Run 1, clock wires, drivers and flops:
Bar = 20 um.
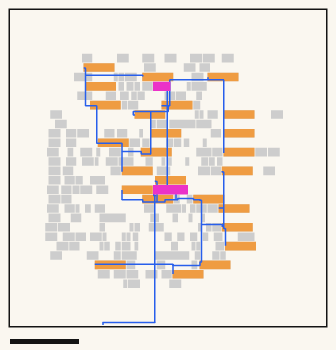
Run 1, sizing map:
Bar = 20 um.
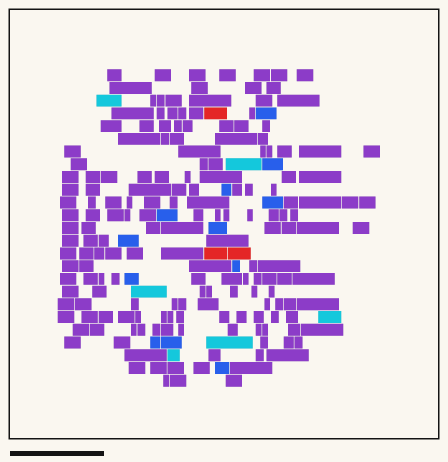
Run 1, sequential cells grouped by signal name:
Bar = 20 um. Other sequential cells in the stronger grey, the rest of the logic in the fainter grey.
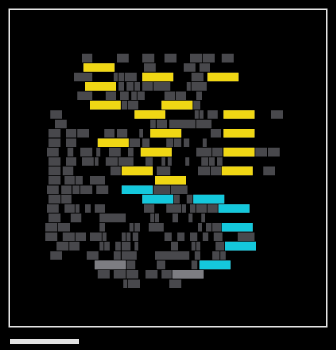
## config.mk

```make
export PLATFORM = sky130hd
export DESIGN_NAME = pipeline_hazard_ctrl
export DESIGN_NICKNAME = d
export VERILOG_FILES = /design/src/rtl/pipeline_hazard_ctrl.sv
export SDC_FILE = /design/constraint.sdc
export NUM_CORES = 1
export LEC_CHECK = 0
export ABC_CLOCK_PERIOD_IN_PS = 8700
export CAP_MARGIN = 20
export CORE_MARGIN = 10
export CORE_UTILIZATION = 30
export DETAILED_ROUTE_END_ITERATION = 10
export HOLD_SLACK_MARGIN = 0.06
export MAX_ROUTING_LAYER = met4
export SLEW_MARGIN = 5
export SYNTH_ARGS = -nofsm -noshare
export SYNTH_HDL_FRONTEND = slang
export SYNTH_SLANG_ARGS = --single-unit
```

## constraint.sdc

```tcl
create_clock -name clk -period 8.7 [get_ports clk]
set_clock_uncertainty 0.05 [all_clocks]
set_input_delay 2.61 -clock clk [delete_from_list [all_inputs] [get_ports clk]]
set_output_delay 2.61 -clock clk [all_outputs]
set_load 0.02 [all_outputs]
```

## src/rtl/pipeline_hazard_ctrl.sv

```systemverilog
// pipeline_hazard_ctrl
//   Central stall/flush controller for the 5-stage pipeline. It handles three cases:
//   - load-use hazards: a one-cycle bubble into EX;
//   - taken branch/jump redirects from EX: IF/ID and ID/EX are flushed;
//   - multi-cycle EX operations: the front end is frozen behind a start/done
//     handshake, with a timeout.
//   It also keeps a saturating count of cycles in which the PC was held.
//
// Ports
//   clk, rst                   clock; asynchronous active-high reset
//   id_valid/id_rs1/id_rs2     ID stage instruction and its source registers
//   id_use_rs1/id_use_rs2      the ID instruction really reads rs1/rs2
//   ex_valid/ex_memRead/ex_rd  EX stage instruction, load flag, destination
//   ex_redirect                EX resolved a taken branch/jump
//   ex_mc_op                   EX instruction needs the multi-cycle unit
//   mc_done                    multi-cycle result valid (1-cycle pulse)
//   pc_write/ifid_write/idex_write   pipeline register enables
//   ifid_flush/idex_flush/exmem_bubble  bubble inserts
//   mc_start                   1-cycle start pulse to the multi-cycle unit
//   mc_error                   sticky multi-cycle timeout flag
//   stall_count                saturating count of cycles with pc_write=0
//
// state   | meaning
// --------+---------------------------------------------------------------
// RUN     | normal flow; redirect > mc start > load-use priority
// MC_WAIT | front end frozen, waiting for mc_done or the timeout
module pipeline_hazard_ctrl #(
  parameter int MC_TIMEOUT = 64,
  parameter int CNT_W      = 16
) (
  input  logic             clk,
  input  logic             rst,
  input  logic             id_valid,
  input  logic [4:0]       id_rs1,
  input  logic [4:0]       id_rs2,
  input  logic             id_use_rs1,
  input  logic             id_use_rs2,
  input  logic             ex_valid,
  input  logic             ex_memRead,
  input  logic [4:0]       ex_rd,
  input  logic             ex_redirect,
  input  logic             ex_mc_op,
  input  logic             mc_done,
  output logic             pc_write,
  output logic             ifid_write,
  output logic             ifid_flush,
  output logic             idex_write,
  output logic             idex_flush,
  output logic             exmem_bubble,
  output logic             mc_start,
  output logic             mc_error,
  output logic [CNT_W-1:0] stall_count
);

  localparam int WCNT_W = $clog2(MC_TIMEOUT + 1);

  localparam logic [0:0] S_RUN     = 1'b0;
  localparam logic [0:0] S_MC_WAIT = 1'b1;

  localparam logic [WCNT_W-1:0] WCNT_LAST = WCNT_W'(MC_TIMEOUT);

  logic [0:0]        state, state_nxt;
  logic [WCNT_W-1:0] wcnt, wcnt_nxt;
  logic              err_set;
  logic              rs1_hit, rs2_hit, load_use;

  // x0 is never a real dependency, so ex_rd==0 never stalls.
  assign rs1_hit  = id_use_rs1 && (id_rs1 == ex_rd);
  assign rs2_hit  = id_use_rs2 && (id_rs2 == ex_rd);
  assign load_use = ex_valid && ex_memRead && (ex_rd != 5'd0) && id_valid &&
                    (rs1_hit || rs2_hit);

  always_comb begin
    pc_write     = 1'b1;
    ifid_write   = 1'b1;
    idex_write   = 1'b1;
    ifid_flush   = 1'b0;
    idex_flush   = 1'b0;
    exmem_bubble = 1'b0;
    mc_start     = 1'b0;
    state_nxt    = state;
    wcnt_nxt     = wcnt;
    err_set      = 1'b0;

    if (rst) begin
      // Reset holds the pipeline and fills it with bubbles.
      pc_write   = 1'b0;
      ifid_write = 1'b0;
      idex_write = 1'b0;
      ifid_flush = 1'b1;
      idex_flush = 1'b1;
      state_nxt  = S_RUN;
      wcnt_nxt   = '0;
    end else begin
      case (state)
        S_RUN: begin
          if (ex_redirect && ex_valid) begin
            // PC stays enabled so that it loads the branch target.
            ifid_flush = 1'b1;
            idex_flush = 1'b1;
          end else if (ex_valid && ex_mc_op) begin
            mc_start     = 1'b1;
            pc_write     = 1'b0;
            ifid_write   = 1'b0;
            idex_write   = 1'b0;
            exmem_bubble = 1'b1;
            state_nxt    = S_MC_WAIT;
            wcnt_nxt     = WCNT_W'(1);
          end else if (load_use) begin
            pc_write   = 1'b0;
            ifid_write = 1'b0;
            idex_flush = 1'b1;
          end
        end
        S_MC_WAIT: begin
          if (mc_done || (wcnt == WCNT_LAST)) begin
            // The release cycle advances the pipeline, with or without a result.
            state_nxt = S_RUN;
            wcnt_nxt  = '0;
            err_set   = !mc_done;
          end else begin
            pc_write     = 1'b0;
            ifid_write   = 1'b0;
            idex_write   = 1'b0;
            exmem_bubble = 1'b1;
            wcnt_nxt     = wcnt + WCNT_W'(1);
          end
        end
        default: begin
          state_nxt = S_RUN;
          wcnt_nxt  = '0;
        end
      endcase
    end
  end

  always_ff @(posedge clk or posedge rst) begin
    if (rst) begin
      state       <= S_RUN;
      wcnt        <= '0;
      mc_error    <= 1'b0;
      stall_count <= '0;
    end else begin
      state <= state_nxt;
      wcnt  <= wcnt_nxt;
      if (err_set)
        mc_error <= 1'b1;
      if (!pc_write && (stall_count != {CNT_W{1'b1}}))
        stall_count <= stall_count + CNT_W'(1);
    end
  end

endmodule

```

==> summary.json, run 1 <==
{
  "crit_arrival_ns": 4.81,
  "warning_count": 27,
  "n_antenna_cell": 0,
  "critPathTopFamily": "buffers and inverters",
  "clkTransAtPathRegs_ns": 0.09,
  "antenna_left": 0,
  "fp-utilization": 0.316,
  "layout.nonclk_buf_frac": 0.230,
  "synth_stat.cells": 150,
  "layout.area.top_class": "logic gates",
  "switching_share": 0.370,
  "place_hpwl_um": 2850,
  "place_area_um2": 2080,
  "register_area_um2": 626,
  "numPortBuffers": 48,
  "fin_util": 0.438,
  "layout.cells.non_filler": 267,
  "top_cell": "dfrtp_1",
  "groute.layer.met1.usage": 0.109,
  "critPathBufInv": 2,
  "timing.max_slew.rel_slack": 0.487,
  "ys_types": 38,
  "floorplan.die.height_um": 91.5,
  "buffers_excl_clock": 49,
  "synthesis.area_per_instance_um2": 10.2,
  "ys_top_cells_by_area": "dfrtp_1 (41%), xor2_1 (8.0%), xnor2_1 (6.3%), nand3_1 (3.3%), nor4_2 (3.3%)",
  "leakage_nw": 0.830,
  "synth_async_sr_flop_share": 1.00,
  "status": "completed",
  "fin_nets": 229,
  "maxClockFrequency_mhz": 134,
  "r2r_end": "stall_count[1]",
  "cts.sink_count": 25,
  "cts.htree.levels": 1,
  "critical_path.cell_chain": "clkdlybuf4s50_1 > nand2_1 > nand3_1 > o211ai_2 > a31oi_4 > clkdlybuf4s50_1",
  "clk_path_buf_depth": 2,
  "shortest_clock_period_the_worst_path_allows_after_layout_ns": 7.47,
  "fin_total_pwr_mw": 0.407,
  "reg2regPathDepth": 6,
  "regToRegSetupSlack_ns": 6.11,
  "timing.critical_path.from": "ex_valid",
  "hold_path_class": "reg2reg",
  "aoi_share": 0.114,
  "timing_worst_setup_path_type": "in2out",
  "vias": 1241,
  "timing_hold_violations_final": 0,
  "area.growth.synth_to_final_pct": 38.6,
  "globalRouteMet2Util": 0.132,
  "worst-endpoint-required_ns": 6.04,
  "tritoncts_clock_tree": "built",
  "end_point_of_the_critical_path": "ifid_write",
  "place_ws_ns": 1.21,
  "routabilityCongestion": 0.776,
  "viasPerCell": 4.65,
  "area.share.sequential": 0.295,
  "cts_root_buffer": "clkbuf_8",
  "taps": 67,
  "yosys-stat-area_um2": 1530,
  "clock_buf_count": 3,
  "initial_drc_count": 61,
  "synthTopLogicFamily": "simple AND/OR/NAND/NOR gates",
  "post-route-cell-area_um2": 2120,
  "globalRouteTotalUtil": 0.0910,
  "critPathSlowestCell": "clkdlybuf4s50_1",
  "power.sequential.fraction": 0.424,
  "cts.repair_timing.setup_buffer_count": 0,
  "number_of_instances_in_the_synthesized_netlist": 150,
  "cts.hold.buffers_added": 0,
  "timing.critical_path.slowest_cell_delay_ns": 0.72,
  "dr.max_layer_used": "met4",
  "grt_setup_unrepaired": "false",
  "worst_skew_pair.late_latency_ns": 0.27,
  "numSynthFlops": 25,
  "ir_drop_uv": 97.6,
  "synth_adder_area_share": 0.0245,
  "mi_logic_area_um2": 853,
  "reg2reg_from": "stall_count[0]",
  "edf_count": 0,
  "cp-end-kind": "primary output",
  "setup_viol": 0,
  "actual_slew_at_the_worst_max_slew_pin_ns": 0.767,
  "wl_met2_um": 1570,
  "yosysSeqAreaShare": 0.408
}
## Picture notes: 'clock wires, drivers and flops'
blue -> clock wires  # length 352 um
magenta -> clock-net drivers  # count 3
orange -> flip-flops  # count 25
routed clock nets = 4

## Picture notes: 'sizing map'
purple -> x1 and smaller  # cells 179, share 90%, most used clkdlybuf4s50_1
blue -> x2  # cells 12, share 6.0%, most used nor4_2
cyan -> x3 and x4  # cells 6, share 3.0%
red -> x6 and larger  # cells 3, share 1.5%, most used clkbuf_8

## Picture notes: 'sequential cells grouped by signal name'
yellow -> stall_count  # sequential cells 16
cyan -> wcnt  # sequential cells 7

[run 1: worst reg2reg max path, cell delays in order, from the launching register on]
cell and delay, ns:
dfrtp_1 0.44, ha_1 0.21, nand4_1 0.27, or3_1 0.43
nor2_2 0.57, nor2_1 0.18, mux2_4 0.33
[run 1: how the worst min path moves through the flow]
| stage | startpoint | endpoint | slack, ns | cells after the start |
|---|---|---|---|---|
| final | mc_error | mc_error | 0.43 | 1 |
| after detailed placement | mc_error | mc_error | 0.41 | 1 |
| after global routing | stall_count[15] | stall_count[15] | 0.46 | 1 |
| after floorplan | wcnt[3] | wcnt[3] | 0.43 | 1 |
| after global placement | mc_error | mc_error | 0.41 | 1 |
| after CTS | mc_error | mc_error | 0.44 | 1 |
[run 1: cell usage in the layout (no fill, tap or decap), types with 3 or more instances in the layout]
cell / synthesis / final
clkdlybuf4s50_1: 0 / 48
xnor2_1: 11 / 11
nand2_1: 11 / 11
a21oi_1: 4 / 4
inv_1: 7 / 7
nor3_1: 6 / 6
nor4_2: 4 / 4
ha_1: 3 / 3
xor2_1: 14 / 14
nor4_1: 3 / 3
nand4_1: 5 / 5
nand3_1: 10 / 10
clkbuf_8: 0 / 3
nor2_1: 9 / 9
o21ai_0: 6 / 6
dfrtp_1: 25 / 25
[run 1: state kept, by name, indices dropped and copies added, names as in the netlist]
| name | flops |
|---|---|
| wcnt | 7 |
| stall_count | 16 |
| mc_error | 1 |
| state | 1 |
[run 1: power groups by stage]
stage / registers (mW) / logic [mW] / clock network, mW
final: 0.172 / 0.164 / 0.0705
after detailed placement: 0.174 / 0.167 / 0
after floorplan: 0.197 / 0.0630 / 0
after CTS: 0.172 / 0.167 / 0.0732
after global routing: 0.177 / 0.177 / 0.0770
after global placement: 0.174 / 0.166 / 0
## Run 2: what changed since run 1
- ABC_AREA: not set -> 1
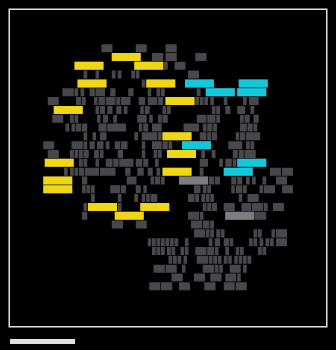
Run 2: sequential cells grouped by signal name
Bar = 20 um. Other sequential cells in the stronger grey, the rest of the logic in the fainter grey.
cyan -> wcnt  # sequential cells 7, where north-east
yellow -> stall_count  # sequential cells 16
not coloured = 2

==> summary.json, run 2 <==
{
  "status": "completed",
  "worst-endpoint-required": {"value": 6.04, "unit": "ns", "change": "about the same"},
  "power_clock": {"value": 0.0738, "unit": "mW", "change": "+4.7%"},
  "timing.max_slew.rel_slack": {"value": 0.726, "change": "+0.239"},
  "switching_share": {"value": 0.375, "change": "+0.00556"},
  "pwr.group.combinational": {"value": 0.116, "unit": "mW", "change": "-29%"},
  "cts.htree.levels": {"value": 1, "change": "unchanged"},
  "fp-utilization": {"value": 0.306, "change": "-0.0102"},
  "cts.repair_timing.setup_buffer_count": {"value": 0, "change": "unchanged"},
  "lay_top_count": "nand2_1",
  "fin_util": {"value": 0.405, "change": "-0.0330"},
  "largest-register": "stall_count",
  "timing_worst_setup_path_type": "in2out",
  "numSynthFlops": {"value": 25, "change": "unchanged"},
  "critical_path.cell_chain": "clkdlybuf4s50_1 > inv_1 > nand2_1 > nand2_1 > nor2_1 > nand3_1 > nand2_1 > nand2_1 > nand2_1 > nand2_1 > nand2_2 > inv_1 > clkdlybuf4s50_1",
  "hold_path_depth": {"value": 1, "change": "unchanged"},
  "globalRouteTotalUtil": {"value": 0.104, "change": "+0.0128"},
  "critPathTopFamily": "buffers and inverters",
  "actual_slew_at_the_worst_max_slew_pin": {"value": 0.410, "unit": "ns", "change": "-0.358 ns"},
  "reg.largest.list": "stall_count: 16 flops, wcnt: 7 flops",
  "fin_nets": {"value": 350, "change": "+53%"},
  "timing_hold_violations_final": {"value": 0, "change": "unchanged"},
  "layout.cells.most_common_list": "nand2_1 (91), clkdlybuf4s50_1 (48), inv_1 (37), nor2_1 (29), nand3_1 (29)",
  "shortest_clock_period_the_worst_path_allows_after_layout": {"value": 7.39, "unit": "ns", "change": "-0.0847 ns"},
  "synth_async_sr_flop_share": {"value": 1.00, "change": "unchanged"},
  "maxClockFrequency": {"value": 135, "unit": "MHz", "change": "+1.1%"},
  "setup_viol": {"value": 0, "change": "unchanged"},
  "worst_skew_pair.late_latency": {"value": 0.28, "unit": "ns", "change": "about the same"},
  "leakage": {"value": 1.14, "unit": "nW", "change": "+37%"},
  "place_area": {"value": 2330, "unit": "um^2", "change": "+12%"},
  "critPathSlowestCell": "clkdlybuf4s50_1",
  "pg_seq": {"value": 0.150, "unit": "mW", "change": "-13%"},
  "routabilityCongestion": {"value": 0.832, "change": "+7.2%"},
  "warning_count": {"value": 27, "change": "unchanged"},
  "cp-end-kind": "primary output",
  "synthesis.area_per_instance": {"value": 6.57, "unit": "um^2", "change": "-36%"},
  "critPathBufInv": {"value": 4, "change": "+2"},
  "synth_stat.cells": {"value": 274, "change": "+83%"},
  "layout.cells.non_filler": {"value": 396, "change": "+48%"},
  "antenna_left": {"value": 0, "change": "unchanged"},
  "ir_drop": {"value": 94.6, "unit": "uV", "change": "-3.1%"},
  "cts_root_buffer": "clkbuf_8",
  "largest_register_ffs": {"value": 16, "change": "unchanged"},
  "yosysSeqAreaShare": {"value": 0.348, "change": "-0.0608"},
  "crit_arrival": {"value": 4.73, "unit": "ns", "change": "-0.08 ns"},
  "top_cell": "nand2_1",
  "power.sequential.fraction": {"value": 0.441, "change": "+0.017"},
  "area.growth.synth_to_final_pct": 32.5,
  "clk_path_buf_depth": {"value": 2, "change": "unchanged"},
  "numPortBuffers": {"value": 48, "change": "unchanged"},
  "n_antenna_cell": {"value": 0, "change": "unchanged"},
  "cts.hold.buffers_added": {"value": 0, "change": "unchanged"}
}
## run 2: cell count changes after synthesis, moves of 5 or more
cell / before / now
inv_1: 7 / 37
nor3_1: 6 / 11
nand3_1: 10 / 29
nor2_1: 9 / 29
nand2_1: 11 / 91
xor2_1: 14 / 9
xnor2_1: 11 / 2
## run 2: path summary, 6_finish.rpt
path                                         to  slack (ns)  startpoint
min in group asynchronous       stall_count[12]        2.87         rst
max in group asynchronous        stall_count[1]        5.47         rst
worst min register to register         mc_error        0.42    mc_error
worst max register to register   stall_count[1]        6.62     wcnt[0]
worst min-delay path                   mc_error        0.42    mc_error
worst max-delay path                   pc_write        1.31    ex_rd[4]
## run 2: layer usage
layer	GRT usage	wire length (um)	share of wire
met1	0.121	2220	0.47
met2	0.178	2280	0.48
met3	0.0235	190	0.040
met4	0.0190	48	0.010
met5	-	0	0
## run 2: cells by family after synthesis
group | after synthesis | synth area share
XOR/XNOR | 11 | 0.0536
flip-flops | 25 | 0.348
AND/OR/NAND/NOR | 177 | 0.430
adder cells (fa/ha/maj) | 3 | 0.0209
AND-OR/OR-AND | 11 | 0.0369
buffers and inverters | 47 | 0.111
## run 2: cell type report
| cell class | instances | area [um^2] |
|---|---|---|
| clock inverter | 1 | 7.51 |
| fill | 631 | 3500 |
| sequential | 25 | 626 |
| clock buffer | 3 | 41.3 |
| timing repair buffer | 49 | 488 |
| multi-input combinational | 202 | 973 |
| inverter | 41 | 154 |
| tap | 75 | 93.8 |
## run 2: worst register-to-register path, stage by stage (launching register included)
cell	delay, ns
dfrtp_1	0.41
inv_1	0.12
ha_1	0.16
nand3_1	0.07
nor2_1	0.20
inv_2	0.06
nand2_2	0.08
inv_1	0.08
nor2_2	0.10
nand2_2	0.26
nand2_2	0.30
nand2_1	0.07
nand2_1	0.07
## Run 3: what changed since run 2
- ABC_CLOCK_PERIOD_IN_PS: 8700 -> 7060
- clock period: 8.7 -> 7.06 ns (I/O delays scaled with it)
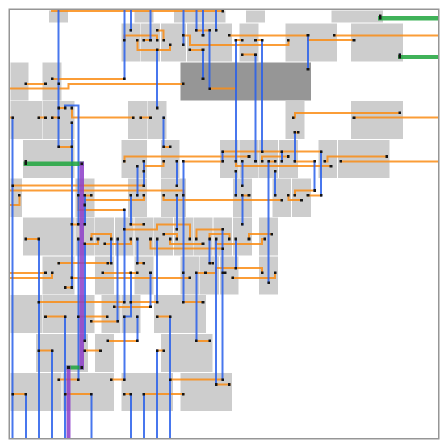
Run 3: close-up of the layout
Window x 58 to 88, y 9 to 39 um. Cells in grey, sequential cells in the stronger grey; small squares are vias.
orange -> M1
blue -> M2
green -> M3
purple -> M4
most frequent = nand2_1 (21), clkdlybuf4s50_1 (16), inv_1 (9)
sequential cells in the window = 1
cells with their middle in the window = 61
netlist names of flops here include = mc_error (1)

==> summary.json, run 3 <==
{
  "status": "completed",
  "n_antenna_cell": {"value": 0, "change": "unchanged"},
  "globalRouteTotalUtil": {"value": 0.107, "change": "+0.00337"},
  "top_cell": "nand2_1",
  "largest-register": "stall_count",
  "syn_area_um2": 1800,
  "layout.cells.most_common_list": "nand2_1 (91), clkdlybuf4s50_1 (48), inv_1 (37), nor2_1 (29), nand3_1 (29)",
  "wl_met2": {"value": 2330, "unit": "um", "change": "+2.2%"},
  "globalRouteMet2Util": {"value": 0.181, "change": "+0.00255"},
  "floorplan.core_area_um2": 5890,
  "cts.hold.buffers_added": {"value": 0, "change": "unchanged"},
  "synthDominantCellAreaShare": 0.348,
  "fin_total_pwr_mw": 0.415,
  "route.layer.met1.wl": {"value": 2230, "unit": "um", "change": "+0.32%"},
  "regToRegSetupSlack": {"value": 5.04, "unit": "ns", "change": "-1.58 ns"},
  "numPortBuffers": {"value": 48, "change": "unchanged"},
  "die-width_um": 97.4,
  "grt_pass1_vias": 1813,
  "setup_viol": {"value": 0, "change": "unchanged"},
  "leakage": {"value": 1.14, "unit": "nW", "change": "+0.74%"},
  "start_kind": "primary input",
  "groute.layer.met1.usage": {"value": 0.126, "change": "+0.00473"},
  "area.growth.synth_to_final_pct": 32.8,
  "globalRoute.busiestLayer": "met2",
  "synth_async_sr_flop_share": {"value": 1.00, "change": "unchanged"},
  "synthesis.area_per_instance": {"value": 6.57, "unit": "um^2", "change": "unchanged"},
  "reg.largest.list": "stall_count: 16 flops, wcnt: 7 flops",
  "grt_setup_unrepaired": "false",
  "synth_stat.cells": {"value": 274, "change": "unchanged"},
  "timing_hold_violations_final": {"value": 0, "change": "unchanged"},
  "cts_root_buffer": "clkbuf_8",
  "wl_met3": {"value": 144, "unit": "um", "change": "-24%"},
  "cp-end-kind": "primary output",
  "cts.htree.levels": {"value": 1, "change": "unchanged"},
  "post_route_cells_drive_above_1_share": 0.0621,
  "routabilityCongestion": {"value": 0.834, "change": "+0.31%"},
  "grt_max_degree": 29,
  "warning_count": {"value": 27, "change": "unchanged"},
  "maxClockFrequency_mhz": 164,
  "dr.max_layer_used": "met4",
  "clk_path_buf_depth": {"value": 2, "change": "unchanged"},
  "lay_top_count": "nand2_1",
  "ys_types": 25,
  "yosysSeqAreaShare": {"value": 0.348, "change": "unchanged"},
  "worst_skew_pair.late_latency": {"value": 0.27, "unit": "ns", "change": "about the same"},
  "shortest_clock_period_the_worst_path_allows_after_layout_ns": 6.08,
  "fp-utilization": {"value": 0.306, "change": "unchanged"},
  "largest_register_ffs": {"value": 16, "change": "unchanged"},
  "crit_arrival": {"value": 3.91, "unit": "ns", "change": "-0.82 ns"},
  "max_cap_viol_count": 0,
  "power_density_nw_per_um2": 174,
  "layout.cells.non_filler": {"value": 397, "change": "+0.25%"},
  "synth.largest_area_cell": "dfrtp_1",
  "finalSetupTns_ns": 0,
  "numSynthFlops": {"value": 25, "change": "unchanged"},
  "place_area": {"value": 2340, "unit": "um^2", "change": "+0.32%"},
  "timing.max_slew.rel_slack": {"value": 0.737, "change": "+0.0115"},
  "globalRouteOverflowTotal": 0,
  "antenna_left": {"value": 0, "change": "unchanged"},
  "initial_drc_count": 51,
  "actual_slew_at_the_worst_max_slew_pin": {"value": 0.391, "unit": "ns", "change": "-0.0188 ns"},
  "worst-endpoint-required": {"value": 4.89, "unit": "ns", "change": "-1.15 ns"},
  "cts.repair_timing.setup_buffer_count": {"value": 0, "change": "unchanged"},
  "finalCritPeriodShare": 0.861,
  "ir_drop": {"value": 163, "unit": "uV", "change": "+73%"},
  "fin_nets": {"value": 351, "change": "+0.29%"},
  "timing_worst_setup_path_type": "in2out",
  "global_route.usage.met3": {"value": 0.0242, "change": "+0.000711"},
  "place_hpwl_um": 3810,
  "fin_util": {"value": 0.406, "change": "+0.000851"}
}
run 3: cell counts after synthesis:
No cell type changed its count.
run 3: final cells by class:
type / instances / area [um^2]
sequential: 25 / 626
clock inverter: 1 / 5.00
clock buffer: 3 / 41.3
fill: 632 / 3500
timing repair buffer: 50 / 495
multi-input combinational: 202 / 973
tap: 75 / 93.8
inverter: 41 / 154
run 3: metrics by stage:
step	hold slack, ns	setup WS [ns]
finish	0.429	0.978
floorplan	0.452	1.74
CTS	0.436	0.955
global route	0.463	0.772
detailed placement	0.413	0.962
global placement	0.411	0.978
run 3: final timing paths:
check | to | cells after the start | from
max | idex_flush | 10 | ex_rd[4]
min | mc_error | 1 | mc_error
max reg2reg | stall_count[2] | 13 | wcnt[0]
min in group asynchronous | mc_error | 3 | rst
min reg2reg | mc_error | 1 | mc_error
max in group asynchronous | stall_count[1] | 3 | rst
run 3: logic make-up (layout without fill, tap and decap cells):
kind of cell / count (synthesis) / in the layout / synth area share
and+or+nand+nor: 177 / 177 / 0.430
buffers and inverters: 47 / 95 / 0.111
DFF: 25 / 25 / 0.348
AOI/OAI and AO/OA: 11 / 11 / 0.0369
xor gates and xnor gates: 11 / 11 / 0.0536
adders and majority gates: 3 / 3 / 0.0209
run 3: where the power goes:
part	total [mW]	internal (mW)	switching [mW]
clock	0.0873	0.0396	0.0477
sequential	0.185	0.159	0.0262
combinational	0.143	0.0634	0.0793
run 3: critical path: stages:
cell	delay, ns
clkdlybuf4s50_1	0.50
inv_1	0.08
nand2_1	0.06
nand2_1	0.05
nor2_1	0.12
nand3_1	0.08
nand2_1	0.06
nand2_1	0.05
o21ai_0	0.15
clkdlybuf4s50_1	0.63
Power and IR drop assume default switching activity.
